===== src/rtl/eu_operand_collector.sv =====
// Purpose : collects both source operands for the instruction at the head of
//           eu_IQueue (register file read, then result-bus snooping) and
//           issues the complete instruction to the ALU.
// Latency : 3 cycles from the pop to the earliest exec_valid_o. Operands still
//           in flight add one cycle after their broadcast.
// Backpressure: the instruction is held in ISSUE with stable outputs until
//           exec_ready_i. No new pop occurs while an instruction is held,
//           unless the back-to-back option applies.
//
// Ports:
//   clk, reset_n            clock, synchronous active-low reset
//   instr_*_i               head of eu_IQueue
//   ready_for_next_instr_o  pop strobe to eu_IQueue
//   rf_rd_*                 register file read request and response; the
//                           response arrives one cycle after rf_rd_en_o
//   fwd_*_i                 result broadcast bus
//   exec_*                  valid/ready issue to the ALU
//
// Option macro EU_OPCOLLECT_BACK_TO_BACK_EN: a handshake in ISSUE that sees a
// valid queue head pops it in the same cycle and goes straight to RF_READ.
module eu_operand_collector #(
   parameter int TAG_WIDTH  = 6,
   parameter int DATA_WIDTH = 32,
   parameter int OP_WIDTH   = 4
) (
   input  logic                  clk,
   input  logic                  reset_n,
   input  logic                  instr_valid_i,
   input  logic [OP_WIDTH-1:0]   instr_op_i,
   input  logic [TAG_WIDTH-1:0]  instr_srca_tag_i,
   input  logic [TAG_WIDTH-1:0]  instr_srcb_tag_i,
   input  logic [TAG_WIDTH-1:0]  instr_dst_tag_i,
   output logic                  ready_for_next_instr_o,
   output logic                  rf_rd_en_o,
   output logic [TAG_WIDTH-1:0]  rf_rd_tag_a_o,
   output logic [TAG_WIDTH-1:0]  rf_rd_tag_b_o,
   input  logic [DATA_WIDTH-1:0] rf_rd_data_a_i,
   input  logic [DATA_WIDTH-1:0] rf_rd_data_b_i,
   input  logic                  rf_rd_written_a_i,
   input  logic                  rf_rd_written_b_i,
   input  logic                  fwd_valid_i,
   input  logic [TAG_WIDTH-1:0]  fwd_tag_i,
   input  logic [DATA_WIDTH-1:0] fwd_data_i,
   output logic                  exec_valid_o,
   input  logic                  exec_ready_i,
   output logic [OP_WIDTH-1:0]   exec_op_o,
   output logic [DATA_WIDTH-1:0] exec_opa_o,
   output logic [DATA_WIDTH-1:0] exec_opb_o,
   output logic [TAG_WIDTH-1:0]  exec_dst_tag_o
);

   typedef enum logic [1:0] {IDLE, RF_READ, WAIT_OPS, ISSUE} state_t;

   state_t                state_q, state_d;
   logic                  accept;
   logic [OP_WIDTH-1:0]   op_q;
   logic [TAG_WIDTH-1:0]  srca_q, srcb_q, dst_q;
   logic                  a_rdy_q, b_rdy_q, a_rdy_d, b_rdy_d;
   logic [DATA_WIDTH-1:0] a_dat_q, b_dat_q, a_dat_d, b_dat_d;
   logic                  first_wait_q;
   logic                  collecting;
   logic                  a_fwd_hit, b_fwd_hit, a_rf_hit, b_rf_hit;

   assign collecting = (state_q == RF_READ) || (state_q == WAIT_OPS);

   // Zero tags are marked ready when the instruction is latched, so the
   // "not ready" test also excludes them from every capture.
   // Each operand compares against the broadcast on its own, so two
   // operands that share a tag both capture the same broadcast.
   always_comb begin
      a_fwd_hit = collecting && !a_rdy_q && fwd_valid_i && (fwd_tag_i == srca_q);
      b_fwd_hit = collecting && !b_rdy_q && fwd_valid_i && (fwd_tag_i == srcb_q);
      // The read response is valid only in the cycle after RF_READ.
      a_rf_hit  = first_wait_q && !a_rdy_q && rf_rd_written_a_i;
      b_rf_hit  = first_wait_q && !b_rdy_q && rf_rd_written_b_i;
      a_rdy_d   = a_rdy_q || a_fwd_hit || a_rf_hit;
      b_rdy_d   = b_rdy_q || b_fwd_hit || b_rf_hit;
      // A broadcast is newer than the register file copy, so it takes priority.
      a_dat_d   = a_fwd_hit ? fwd_data_i : (a_rf_hit ? rf_rd_data_a_i : a_dat_q);
      b_dat_d   = b_fwd_hit ? fwd_data_i : (b_rf_hit ? rf_rd_data_b_i : b_dat_q);
   end

   always_comb begin
      state_d = state_q;
      accept  = 1'b0;
      case (state_q)
         IDLE: begin
            if (instr_valid_i) begin
               accept  = 1'b1;
               state_d = RF_READ;
            end
         end
         RF_READ:  state_d = WAIT_OPS;
         WAIT_OPS: if (a_rdy_d && b_rdy_d) state_d = ISSUE;
         ISSUE: begin
            if (exec_ready_i) begin
               state_d = IDLE;
`ifdef EU_OPCOLLECT_BACK_TO_BACK_EN
               if (instr_valid_i) begin
                  accept  = 1'b1;
                  state_d = RF_READ;
               end
`endif
            end
         end
         default: state_d = IDLE;
      endcase
   end

   always_ff @(posedge clk) begin
      if (!reset_n) begin
         state_q      <= IDLE;
         op_q         <= '0;
         srca_q       <= '0;
         srcb_q       <= '0;
         dst_q        <= '0;
         a_rdy_q      <= 1'b0;
         b_rdy_q      <= 1'b0;
         a_dat_q      <= '0;
         b_dat_q      <= '0;
         first_wait_q <= 1'b0;
      end else begin
         state_q      <= state_d;
         first_wait_q <= (state_q == RF_READ);
         if (accept) begin
            op_q    <= instr_op_i;
            srca_q  <= instr_srca_tag_i;
            srcb_q  <= instr_srcb_tag_i;
            dst_q   <= instr_dst_tag_i;
            a_rdy_q <= (instr_srca_tag_i == '0);
            b_rdy_q <= (instr_srcb_tag_i == '0);
            a_dat_q <= '0;
            b_dat_q <= '0;
         end else begin
            a_rdy_q <= a_rdy_d;
            b_rdy_q <= b_rdy_d;
            a_dat_q <= a_dat_d;
            b_dat_q <= b_dat_d;
         end
      end
   end

   // All outputs are forced low while reset_n is held low, so the
   // reset cycle itself shows a quiet interface.
   assign ready_for_next_instr_o = reset_n && accept;
   assign rf_rd_en_o             = reset_n && (state_q == RF_READ);
   assign rf_rd_tag_a_o          = rf_rd_en_o ? srca_q : '0;
   assign rf_rd_tag_b_o          = rf_rd_en_o ? srcb_q : '0;
   assign exec_valid_o           = reset_n && (state_q == ISSUE);
   assign exec_op_o              = exec_valid_o ? op_q    : '0;
   assign exec_opa_o             = exec_valid_o ? a_dat_q : '0;
   assign exec_opb_o             = exec_valid_o ? b_dat_q : '0;
   assign exec_dst_tag_o         = exec_valid_o ? dst_q   : '0;

endmodule


===== config.mk =====
export PLATFORM = sky130hd
export DESIGN_NAME = eu_operand_collector
export DESIGN_NICKNAME = d
export VERILOG_FILES = /design/src/rtl/eu_operand_collector.sv
export SDC_FILE = /design/constraint.sdc
export NUM_CORES = 1
export LEC_CHECK = 0
export CORE_MARGIN = 3
export CORE_UTILIZATION = 30
export DETAILED_ROUTE_END_ITERATION = 8
export GPL_TIMING_DRIVEN = 0
export PLACE_DENSITY = 0.73
export SYNTH_ARGS = -nofsm -noshare
export SYNTH_HDL_FRONTEND = slang
export SYNTH_SLANG_ARGS = --single-unit

===== constraint.sdc =====
create_clock -name clk -period 4.1 [get_ports clk]
set_clock_uncertainty 0.1 [all_clocks]
set_input_delay 0.41 -clock clk [delete_from_list [all_inputs] [get_ports clk]]
set_output_delay 0.41 -clock clk [all_outputs]
set_load 0.005 [all_outputs]

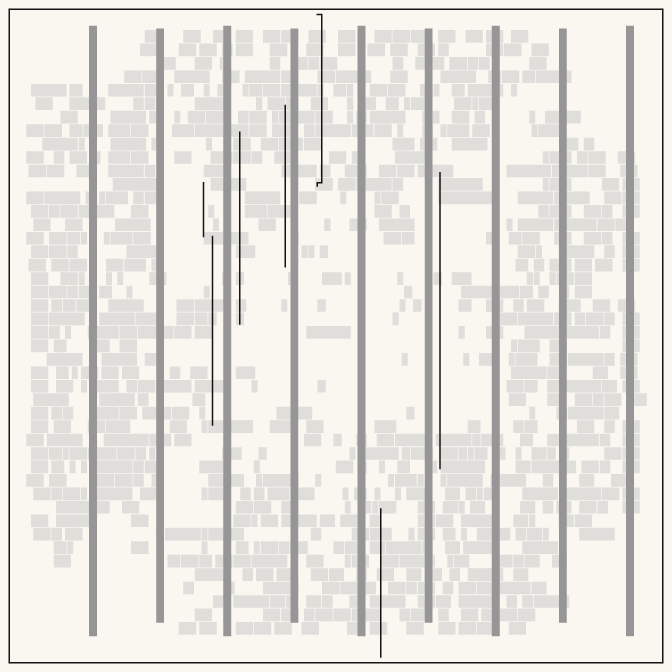
run_1/layer_met4.png
Supply wires on this layer in grey.
main direction: vertical
wire length on this layer: 247 um
nets with wire on the layer: 5
share of all routed wire: 1.4%
longest straight run: 59.8 um
Post-Route WL: 17300 um
count of vias placed by the detailed router: 4596

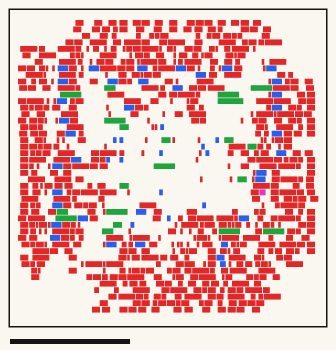
run_1/sizes.png
The bar under the picture is 50 um long.
legend:
  magenta:
    size: _3 and _4 cells
    cells: 1
    most_used: buf_4
  green:
    size: _6 and larger
    cells: 20
    most_used: clkbuf_16
  blue:
    size: _2 cells
    cells: 49
    most_used: a211oi_2
  red:
    size: _0 and _1 cells
    cells: 666
    most_used: clkdlybuf4s50_1

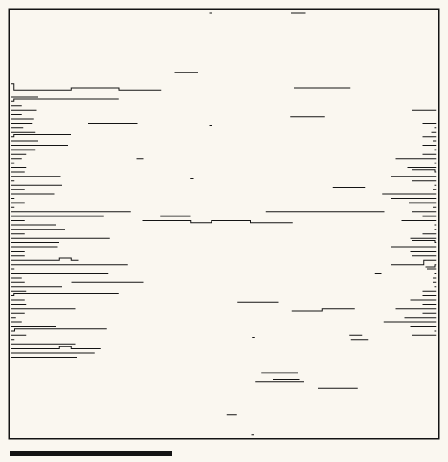
run_1/layer_met3.png
The bar under the picture is 50 um long.
wire length on this layer: 1300 um
main direction: horizontal
share of all routed wire: 7.5%
nets with wire on the layer: 127
met3 GRT Util: 6.91%

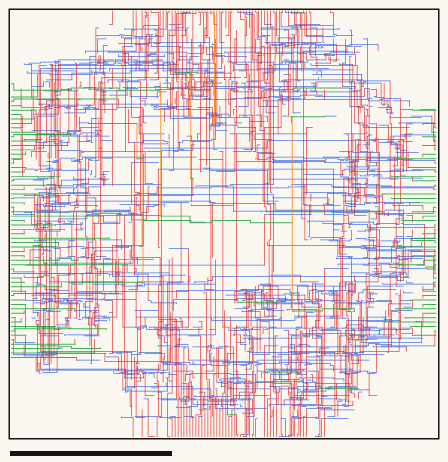
run_1/wires.png
The bar under the picture is 50 um long.
legend:
  orange:
    layer: metal 4
    wire_length: 247 um
  red:
    layer: metal 2
    wire_length: 8180 um
  green:
    layer: metal 3
    wire_length: 1300 um
  blue:
    layer: metal 1
    wire_length: 7550 um

==> notes.md, run 1 <==
Implementation results. In this run the critical register-to-register path is captured at b_dat_q[20]$_SDFFE_PP0P_. Max-slew check failures listed in the final report amount to 0. In this build the clock could be raised as far as 306 MHz. The dominant power group in this design is sequential cells. roughly 350 cells are multi-input combinational gates. STA puts the critical path data required time at about 3600 ps. The flow ran to the end, and the final reports show no timing, DRC or antenna violations.

Area share of and-or/or-and cells after synthesis landed at between 10% and 20%. The number of antenna violations at the first check in global routing is 0. Count of fill cells added during filler insertion landed at between 1000 and 1500. TritonCTS created 9 clock buffers. The post-route netlist has 9.51% of its cells at a drive strength greater than 1.

Critical path's largest stage delay landed at approximately 530 ps. Number of buffer cells added on primary ports landed at about 220. Worst setup slack for register-to-register paths landed at about 1900 ps. The synthesis run identifies the leading combinational cell family as simple AND/OR/NAND/NOR gates. The synth_stat.txt file lists the number of cells as approximately 500. In the post-synthesis netlist, the cell with the most instances is dfxtp_1. Adder and majority cell fraction of the synthesized area landed at 1.32%. Detailed router's first-iteration violation count landed at approximately 150. Number of top-level pins landed at approximately 220. For this run, the script counts the antenna cells in the layout as 0. In this run, power in the clock network comes to around 0.86 mW. Die span in y landed at roughly 130 um. Total die size landed at between 15000 and 20000 um^2. Wire length of the first global-routing pass landed at roughly 27000 um. Synthesized flop and latch total landed at around 90. In the layout the commonest cells are clkdlybuf4s50_1 (219), dfxtp_1 (91), and3_1 (86). For this run, the leading register cell type out of synthesis is dfxtp_1. The area taken by multi-input combinational cells is reported as 2640 um^2. After clock tree synthesis, the setup repair step added 0 buffers. Setup TNS landed at 0 ps. Counting along the longest clock path gives a buffer depth of 2. Fraction of area in multi-input gates landed at a little over a third. The timing report shows that the slowest cell on the worst path is clkdlybuf4s50_1. The timing report shows the most common cell along the critical path to be clkbuf_1. Number of stages on the worst hold path landed at 1. Before antenna repair, the detailed router went through 4 iterations.

Residual antenna-violating net count after detailed routing landed at 0. The synthesized design spends more area on one cell type than any other, namely dfxtp_1. Per the detail_route report, DRC violations left total 0.

Per report_power, the sequential group accounts for 40.1% of the total. Routed wire length per instance landed at approximately 18 um. Total cell area reported by yosys after synthesis landed at between 4000 and 5000 um^2. Number of stages on the worst setup path landed at 5. The later pin in the worst-skew pair is clocked with a latency of around 340 ps.

Number of non-clock inverters landed at 5. For this floorplan the total number of well-tap instances is about 210.
[run 1: metal layers]
| metal | wire, um | GRT usage (%) |
|---|---|---|
| met4 | 246 | 4.90 |
| met5 | 0 | 0 |
| met2 | 8180 | 32.7 |
| met3 | 1300 | 6.91 |
| met1 | 7550 | 24.2 |
[run 1: flip-flops by register name, summed over array words and instances (netlist names)]
signal        cells
a_rdy_q           1
a_dat_q          32
srcb_q            6
state_q           2
dst_q             6
b_dat_q          32
srca_q            6
op_q              4
first_wait_q      1
b_rdy_q           1
[run 1: stage by stage]
stage	std cells	area (um^2)	hold WS, ps	utilization [%]	setup WS, ps
after floorplan	501	4750	334	-	2270
after global routing	947	7510	379	48.9	615
after detailed placement	931	7210	349	46.9	955
after global placement	931	7210	349	46.9	968
after CTS	947	7510	368	48.9	757
final	947	7510	369	48.9	831
run_1/placement.png
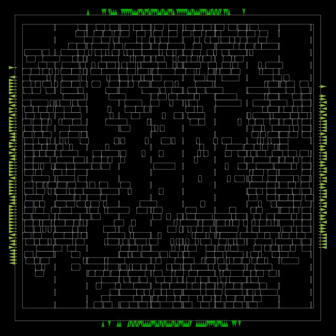

==> run 2: changes to the inputs <==
==> constraint.sdc (replaced) <==
create_clock -name clk -period 3.2 [get_ports clk]
set_clock_uncertainty 0.1 [all_clocks]
set_input_delay 0.32 -clock clk [delete_from_list [all_inputs] [get_ports clk]]
set_output_delay 0.32 -clock clk [all_outputs]
set_load 0.005 [all_outputs]
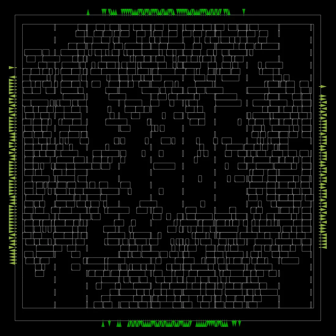
run_2/placement.png
fraction of standard cell area that is sequential: 24.2%
num tapcells: 211
Non-Filler Instances: 947
number of rows in the core area: 45
placeable core area: 15400 um^2

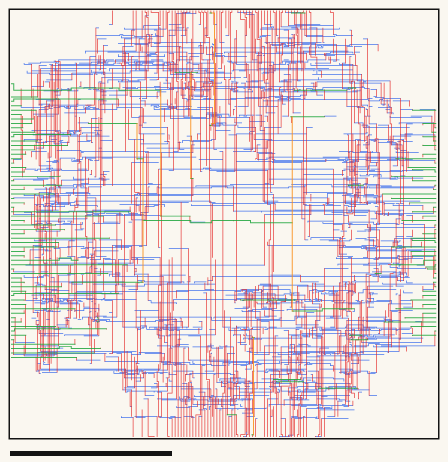
run_2/wires.png
The bar under the picture is 50 um long.
legend:
  blue:
    layer: metal 1
    wire_length: 7600 um
  green:
    layer: metal 3
    wire_length: 1250 um
  orange:
    layer: metal 4
    wire_length: 247 um
  red:
    layer: metal 2
    wire_length: 8180 um
Post-Route WL: 17300 um
GRT Overall Usage: 19.6%
count of vias placed by the detailed router: 4595

==> notes.md, run 2 <==
Implementation results. The worst endpoint required time is 2780 ps (was 3590 ps). Number of antenna violations at the first check in global routing landed at 0 (unchanged). The total die size came to 17400 um^2 (unchanged). The wire length of the first global-routing pass is 27100 um (unchanged). Most used cells in the layout excluding fill and tap cells: clkdlybuf4s50_1 (219), dfxtp_1 (91), and3_1 (86) (unchanged). The worst setup slack for register-to-register paths came to 960 ps (was 1860 ps). The routed wire length per instance was 18.2 um (about the same).

The met3 global-route usage was 6.91% (unchanged). The most used flip-flop cell after synthesis was dfxtp_1 (unchanged). Final worst hold slack landed at 369 ps (unchanged).

Multi-input logic cell count landed at 352 (unchanged). The power group with the highest consumption was sequential cells (unchanged). The critical path's largest stage delay came to 520 ps (was 530 ps). Fraction of area in multi-input gates landed at 35.1% (about the same). The placement-stage cell area was 7210 um^2 (unchanged).

The terminus of the critical flop-to-flop path was b_dat_q[20]$_SDFFE_PP0P_ (unchanged). Setup TNS landed at 0 ps (unchanged). The number of instances in the placed design was 931 (unchanged). The remaining design rule violation count was 0 (unchanged). The number of buffers added by the clock tree synthesis step was 9 (unchanged).

The global routing's busiest layer is met2 (unchanged). The number of buffer cells added on primary ports came to 219 (unchanged). Count of fill cells added during filler insertion landed at 1473 (was 1475).

Final max-slew violation count landed at 0 (unchanged). Largest regs: a_dat_q (32), b_dat_q (32) (unchanged). Synthesized flop and latch total landed at 91 (unchanged). Area of combinational cells with multiple inputs landed at 2640 um^2 (unchanged).

Setup slack after placement landed at 235 ps (was 955 ps). Status: completed (unchanged).
==> run 2: cell counts after synthesis <==
Identical to the previous run, type by type.
==> run 2: cells by family after synthesis <==
| family | count (synthesis) | share of synthesized area, % |
|---|---|---|
| simple gates | 173 | 19.2 |
| compound gates | 97 | 19.1 |
| flops | 91 | 38.4 |
| mux | 65 | 13.7 |
| buf+inv | 58 | 6.11 |
| xor+xnor | 12 | 2.21 |
| fa+ha+maj | 5 | 1.32 |
==> run 2: stage by stage <==
| step | utilization [%] | power (mW) |
|---|---|---|
| 4_1_cts | 48.9 | 3.31 |
| 5_1_grt | 48.9 | 3.44 |
| 2_1_floorplan | - | 1.81 |
| 6_report | 48.9 | 3.27 |
| 3_3_place_gp | 46.9 | 2.18 |
| 3_5_place_dp | 46.9 | 2.19 |
run_2/sizes.png
The bar under the picture is 50 um long.
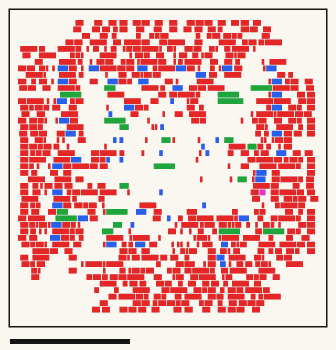

==> run 3: changes to the inputs <==
--- a/config.mk
+++ b/config.mk
@@ -5,10 +5,11 @@
 export SDC_FILE = /design/constraint.sdc
 export NUM_CORES = 1
 export LEC_CHECK = 0
-export CORE_MARGIN = 3
+export CORE_MARGIN = 10
 export CORE_UTILIZATION = 30
 export DETAILED_ROUTE_END_ITERATION = 8
 export GPL_TIMING_DRIVEN = 0
+export HOLD_SLACK_MARGIN = 0.1
 export PLACE_DENSITY = 0.73
 export SYNTH_ARGS = -nofsm -noshare
 export SYNTH_HDL_FRONTEND = slang
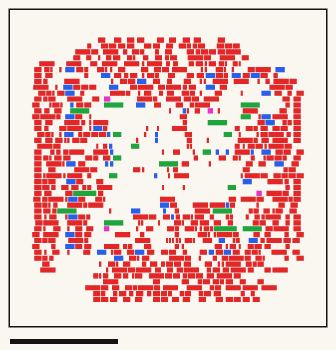
run_3/sizes.png
The bar under the picture is 50 um long.
legend:
  magenta:
    size: _3 and _4 cells
    cells: 4
    most_used: clkinvlp_4
  blue:
    size: _2 cells
    cells: 52
    most_used: a211oi_2
  green:
    size: _6 and larger
    cells: 19
    most_used: clkbuf_16
  red:
    size: _0 and _1 cells
    cells: 661
    most_used: clkdlybuf4s50_1
setup ws final: 273 ps
area growth from synthesis to final layout: 58.7%
fin area: 7540 um^2

==> notes.md, run 3 <==
Implementation results. Largest regs: a_dat_q (32), b_dat_q (32) (unchanged). The row count was 45 (unchanged). The final standard cell utilization of the core is 49.0% (was 48.9%). Routed wire length per instance landed at 19.8 um (was 18.2 um). The top routing layer in use was met5 (was met4). Total cell area reported by yosys after synthesis landed at 4750 um^2 (unchanged).

The mux share of post-synthesis cell area is 13.7% (unchanged). The setup TNS was 0 ps (unchanged). The prevailing logic family in the synthesized netlist is simple AND/OR/NAND/NOR gates (unchanged). The fraction of area in multi-input gates was 35.0% (was 35.1%). Total length of routed wires landed at 18700 um (was 17300 um). Sequential portion of the cell area landed at 24.2% (about the same). Worst setup slack for register-to-register paths landed at 1000 ps (was 960 ps). The sum of met3 wire segment lengths after detailed routing was 1440 um (was 1250 um).

The area of combinational cells with multiple inputs came to 2640 um^2 (unchanged). The xor and xnor fraction of the mapped netlist area was 2.21% (unchanged). Core region area landed at 15400 um^2 (unchanged). The detailed-route wire length on metal 1 was 8190 um (was 7600 um).

The inserted tap cell count came to 211 (unchanged). The number of top-level pins came to 220 (unchanged). The number of instances in the placed design was 931 (unchanged). Final worst hold slack landed at 367 ps (was 369 ps). The maximum clock insertion buffer count was 2 (unchanged). Number of iterations in the first detailed-routing pass landed at 7 (was 4). The number of non-clock inverters is 5 (unchanged). Status: completed (unchanged). Final antenna diode count landed at 0 (unchanged).

The residual antenna-violating net count after detailed routing was 0 (unchanged). The met2 capacity usage during global routing is 28.3% (was 32.7%). Cell total in the yosys stat output landed at 501 (unchanged).

The area share of and-or/or-and cells after synthesis was 19.1% (unchanged). The setup slack after placement was 210 ps (was 235 ps). The wire length on met2 is 8910 um (was 8180 um).

Total die size landed at 21300 um^2 (was 17400 um^2). The top cell type by total area after synthesis is dfxtp_1 (unchanged). The achievable clock frequency is 342 MHz (was 343 MHz). The worst endpoint required time was 2780 ps (about the same).
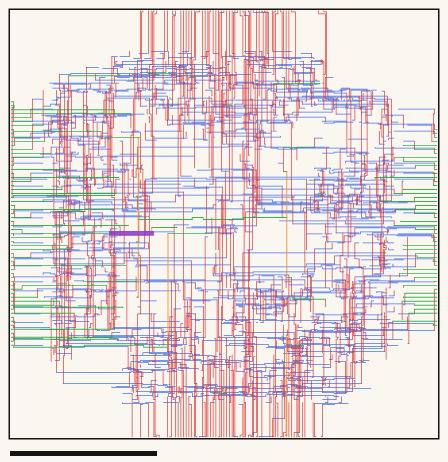
run_3/wires.png
The bar under the picture is 50 um long.
legend:
  purple:
    layer: metal 5
    wire_length: 13.8 um
  red:
    layer: metal 2
    wire_length: 8910 um
  green:
    layer: metal 3
    wire_length: 1440 um
  orange:
    layer: metal 4
    wire_length: 165 um
  blue:
    layer: metal 1
    wire_length: 8190 um

## run 3: cell counts after synthesis
Identical to the previous run, type by type.
## run 3: logic make-up after synthesis
group           after synthesis
compound gates               97
buf+inv                      58
xor+xnor                     12
flops                        91
simple gates                173
fa+ha+maj                     5
mux                          65
## run 3: power by group through the flow
stage	registers, mW	clock network, mW	logic (mW)
after global routing	1.32	1.24	0.927
after detailed placement	1.34	0	0.855
final	1.31	1.18	0.853
after global placement	1.33	0	0.845
after floorplan	1.32	0	0.490
after CTS	1.31	1.22	0.859
## run 3: worst max-delay path, stage by stage
cell and delay (ps):
clkdlybuf4s50_1 520, clkbuf_1 410, clkbuf_1 440, and3_1 270, clkdlybuf4s50_1 540
Power and IR drop assume default switching activity.
